**src/rtl/apu_length_counter_bank.sv**
```systemverilog
// Bank of CHANNELS APU length counters sharing one half-frame strobe and one length-table index.
// Optional build macro: APU_LEN_RELOAD_RACE_EN (a load landing on the strobe reloads only an empty counter).
package apu_len_pkg;

  typedef struct packed {
    logic en;
    logic halt;
    logic load;
  } lane_req_t;

  typedef struct packed {
    logic act;
    logic gate;
  } lane_rsp_t;

  function automatic logic [7:0] len_table(input logic [4:0] i);
    logic [7:0] v;
    case (i)
      5'd0:  v = 8'd10;
      5'd1:  v = 8'd254;
      5'd2:  v = 8'd20;
      5'd3:  v = 8'd2;
      5'd4:  v = 8'd40;
      5'd5:  v = 8'd4;
      5'd6:  v = 8'd80;
      5'd7:  v = 8'd6;
      5'd8:  v = 8'd160;
      5'd9:  v = 8'd8;
      5'd10: v = 8'd60;
      5'd11: v = 8'd10;
      5'd12: v = 8'd14;
      5'd13: v = 8'd12;
      5'd14: v = 8'd26;
      5'd15: v = 8'd14;
      5'd16: v = 8'd12;
      5'd17: v = 8'd16;
      5'd18: v = 8'd24;
      5'd19: v = 8'd18;
      5'd20: v = 8'd48;
      5'd21: v = 8'd20;
      5'd22: v = 8'd96;
      5'd23: v = 8'd22;
      5'd24: v = 8'd192;
      5'd25: v = 8'd24;
      5'd26: v = 8'd72;
      5'd27: v = 8'd26;
      5'd28: v = 8'd16;
      5'd29: v = 8'd28;
      5'd30: v = 8'd32;
      default: v = 8'd30;
    endcase
    return v;
  endfunction

endpackage

module apu_len_lane
  import apu_len_pkg::*;
#(
  parameter int CNT_W = 8
) (
  input  logic       clk,
  input  logic       n_reset,
  input  logic       hframe,
  input  logic [4:0] idx,
  input  lane_req_t  req,
  output lane_rsp_t  rsp
);

  logic [CNT_W-1:0] cnt;
  logic             pend;
  logic [4:0]       pend_idx;
  logic             gate;
  logic             cnt_nz;
  logic             take_load;
  logic             reload;
  logic [4:0]       sel_idx;
  logic [CNT_W-1:0] tbl_val;

  assign cnt_nz = |cnt;

`ifdef APU_LEN_RELOAD_RACE_EN
  // write landing on the clock edge is lost unless the counter was already empty
  assign take_load = req.load & ~cnt_nz;
`else
  assign take_load = req.load;
`endif

  assign reload  = pend | take_load;
  assign sel_idx = take_load ? idx : pend_idx;
  assign tbl_val = CNT_W'(len_table(sel_idx));

  always_ff @(posedge clk) begin
    if (!n_reset) begin
      cnt      <= '0;
      pend     <= 1'b0;
      pend_idx <= '0;
      gate     <= 1'b0;
    end else if (!req.en) begin
      cnt  <= '0;
      pend <= 1'b0;
      gate <= 1'b0;
    end else if (hframe) begin
      gate <= cnt_nz;
      pend <= 1'b0;
      if (reload)
        cnt <= tbl_val;
      else if (!req.halt && cnt_nz)
        cnt <= cnt - CNT_W'(1);
    end else if (req.load) begin
      pend     <= 1'b1;
      pend_idx <= idx;
    end
  end

  assign rsp.act  = cnt_nz;
  assign rsp.gate = gate;

endmodule

module apu_length_counter_bank
  import apu_len_pkg::*;
#(
  parameter int CHANNELS = 4,
  parameter int CNT_W    = 8   // must be >= 8 so every table entry fits
) (
  input  logic                clk,
  input  logic                n_reset,
  input  logic                hframe,
  input  logic [CHANNELS-1:0] en,
  input  logic [CHANNELS-1:0] halt,
  input  logic [CHANNELS-1:0] load,
  input  logic [4:0]          idx,
  output logic [CHANNELS-1:0] act,
  output logic [CHANNELS-1:0] gate
);

  lane_req_t req [CHANNELS];
  lane_rsp_t rsp [CHANNELS];

  for (genvar i = 0; i < CHANNELS; i++) begin : g_ch
    assign req[i] = '{en: en[i], halt: halt[i], load: load[i]};

    apu_len_lane #(.CNT_W(CNT_W)) u_lane (
      .clk     (clk),
      .n_reset (n_reset),
      .hframe  (hframe),
      .idx     (idx),
      .req     (req[i]),
      .rsp     (rsp[i])
    );

    assign act[i]  = rsp[i].act;
    assign gate[i] = rsp[i].gate;
  end

endmodule

```
**config.mk**
```make
export PLATFORM = sky130hd
export DESIGN_NAME = apu_length_counter_bank
export DESIGN_NICKNAME = d
export VERILOG_FILES = /design/src/rtl/apu_length_counter_bank.sv
export SDC_FILE = /design/constraint.sdc
export NUM_CORES = 1
export LEC_CHECK = 0
export ABC_AREA = 1
export CAP_MARGIN = 20
export CORE_MARGIN = 3
export CORE_UTILIZATION = 55
export DETAILED_ROUTE_END_ITERATION = 16
export PLACE_DENSITY = 0.79
export SYNTH_ARGS = -nofsm -noshare
export SYNTH_HDL_FRONTEND = slang
export SYNTH_HIERARCHICAL = 1
export SYNTH_SLANG_ARGS = --single-unit
```
**constraint.sdc**
```tcl
create_clock -name clk -period 1.6 [get_ports clk]
set_input_delay 0.32 -clock clk [delete_from_list [all_inputs] [get_ports clk]]
set_output_delay 0.32 -clock clk [all_outputs]
set_load 0.005 [all_outputs]
```
### Cell sizes after repair

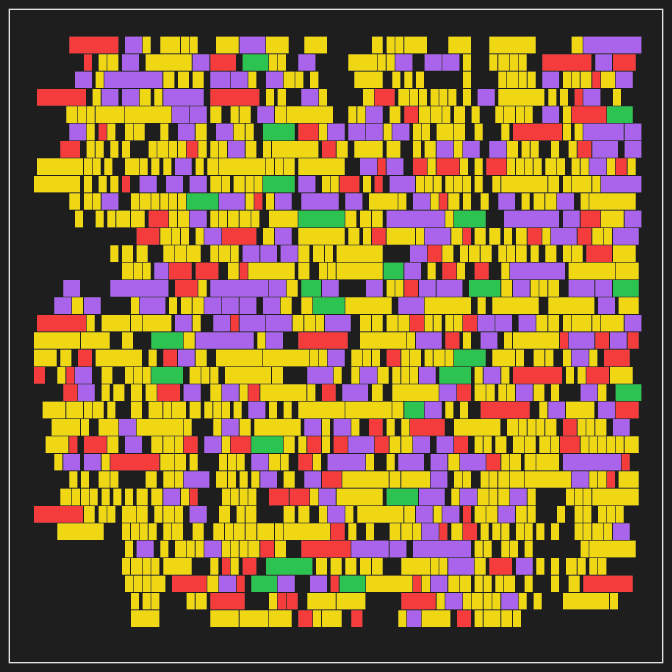
Key: x2 = red [cells 113, share 11%]; x6 and larger = green [cells 23, share 2.3%]; x1 and smaller = yellow [cells 676, share 68%]; x3 and x4 = purple [cells 181, share 18%]

### Register map, names as in the netlist

Scale bar: 20 um. Other sequential cells in the stronger gray, the rest of the logic in the fainter gray.
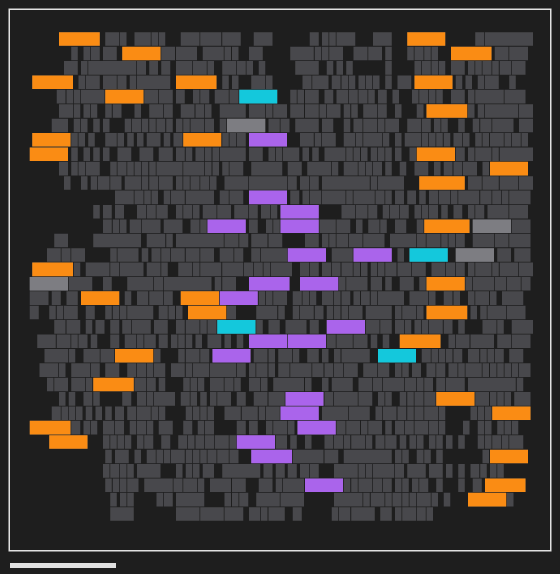
Key: g_ch.u_lane/pend = cyan [flops 4]; g_ch.u_lane/cnt = orange [flops 32, where all over the die]; g_ch.u_lane/pend_idx = purple [flops 20]
Flop area: 1220 um^2
sequential cell area share: 17.6%
Seq. pwr: 0.00164 W
Post-Route Utilization: 78.5%

==> notes.md <==
impl run done, here's what came out: die area=10400 um^2, setup violators final=1, # DRC=0, max-cap viol count=0, WHS Path Cells=3, HP Class=input pin to flip-flop, Post-Syn Area per Cell=6.11 um^2, CTS buffer count=9, Reg2Reg Depth=10, PD cells=705 nW/um^2, Largest Pwr Group=combinational logic, met2 Use GR=52.9%, Yosys reg bits=60, CTS tree=done, Slowest-stage cell, CP=dfxtp_2, Final Cycle Share=101%, Vias per Instance=5.43, Switching Fraction=35.8%, Tmin final=1.62 ns, RD Place Congestion=0.946, total stage count of the critical path=5, antenna diode count=0, initial antenna violation count=0, Clock Sinks=60, Fmax=618 MHz, IO Count=28, Switch Pwr=0.00175 W, Log Warnings=53, H-tree levels=3, DIE HEIGHT=102 um, die width=102 um, reg-to-reg slack, setup=0.06 ns, Critical Path RT=1.28 ns, global routing's busiest layer=met2, Worst setup endpoint=act[3], gr ovfl total=0, yosys warning tally=6, DP Area=6180 um^2, comb pwr=0.00201 W, Crit Reg-Reg Startpoint=g_ch[3].u_lane/cnt[0], Core Density at Floorplan=57.4%, crit start category=flip-flop, clock share of power=25.5%, status=complete, but fails checks, final hold vios=0, WS Path Type=flip-flop to output port, worst slew pin tran=0.399 ns, Max Used Layer=met4, Layout Skew=0.00732 ns, Final Power=0.00489 W, Largest Register=g_ch.u_lane/cnt, failing checks=negative setup slack, r2r endpoint=g_ch[3].u_lane/cnt[4], Yosys chip area=5070 um^2, P_int=0.00314 W, logic area=3640 um^2, first-pass GRT wire length=23.9 mm, CTS Hold Bufs=0, post-synth net total=884, DR WL met3=877 um, hold_sp=load[2], met2 WL=7.79 mm, sequential share of power=33.4%, crit path from=g_ch[3].u_lane/cnt[0], VDD IR max=554 uV, Reg clk slew, reported paths=0.07 ns, clk_lat worst skew=0.34 ns, Slew HR=73.4%, WHS=0.403 ns, grt met3 use=4.37%, Final Worst Setup Slack=-0.0189 ns, Worst Hold End=g_ch[2].u_lane/pend_idx[1], Pins Over Slew Limit=0, CTS root buffer=clkbuf_8, DP HPWL=10.4 mm, Fillers=637, initial drt markers=258, std cell rows=34, Port Buffers=27, cells along the critical path=inv_2 > ha_4 > nand3_4 > or2_4 > buf_6, vias in the first global route=5668
### Signal metal coverage by tile

20 x 20 tiles, from dark blue (low) to red (high), scaled to the fullest tile. Values are wire area over tile area, all layers added.
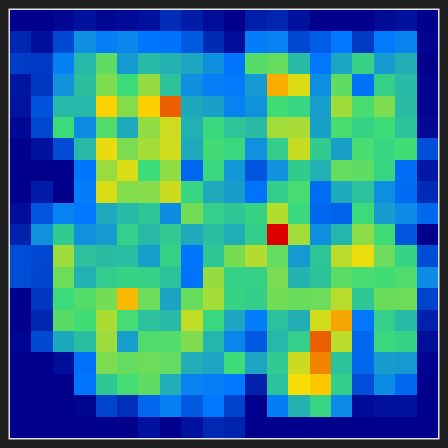
14% of the tiles are nearly empty. The mean over all tiles is 0.23. The densest ninth of the die: center. The emptiest ninth of the die: lower left. 24% of the tiles are over half the peak. The fullest tile reaches 0.69.
mean routed wirelength per cell: 13.5 um
Vias: 5974
GRT Total Usage: 27.8%
WL final: 14.9 mm

[layout make-up]
cell class              instances  share of cell area (%)
clock buffers                  12                    2.38
clock inverters                 2                   0.144
inverters                      99                    5.64
multi-input cells             648                    52.4
flip-flops and latches         60                    17.6
well taps                     108                    1.95
repair buffers                172                    19.9
[stage by stage]
stage	utilization (%)	TNS, ns	setup WS [ns]
detailed placement	69.8	-16.10	-0.546
floorplan	-	0	0.0152
global route	78.5	-0.202	-0.0828
global placement	69.8	-14.18	-0.490
CTS	76.1	-0.0259	-0.0259
finish	78.5	-0.0189	-0.0189
[Yosys cell counts]
master    count  share of area [%]
dfxtp_1      60                 24
buf_2         4               0.39
buf_6        11                2.4
nand3_2       5               0.99
nor2_4        1               0.22
o21ai_0      46                4.5
ha_1         33                8.1
o21ai_2       5               0.86
nor2_2        4               0.49
buf_4         9                1.3
o21ai_4       1               0.32
nor3_2        1               0.20
inv_2         7               0.52
inv_1        87                6.4
o21bai_2      3               0.67
nand4_1      12                1.5
inv_6         3               0.52
clkinv_1      1              0.074
a21oi_1      78                7.7
nand2_1     250                 18
xor2_1        4               0.69
nand2_2      23                2.8
o211ai_1      3               0.44
nor2_1       93                6.9
or2_2         1               0.12
nor4_1        1               0.12
o21ai_1       3               0.30
nor3_1        4               0.39
inv_4         1               0.12
nand3_1      68                6.7
nand2_4       8                1.8
o21bai_1      1               0.15
[kinds of logic after synthesis]
| kind of cell | share of synthesized area (%) |
|---|---|
| buffers and inverters | 11.8 |
| AOI/OAI and AO/OA | 15.0 |
| adders and majority gates | 8.14 |
| xor gates and xnor gates | 0.690 |
| DFF | 23.7 |
| and+or+nand+nor | 40.7 |
[what timing repair did]
action                     CTS  global route
setup endpoints to repair   32            29
resized                    103            53
buffers inserted            20             8
pin swaps                   25            33
Power and IR drop assume default switching activity.
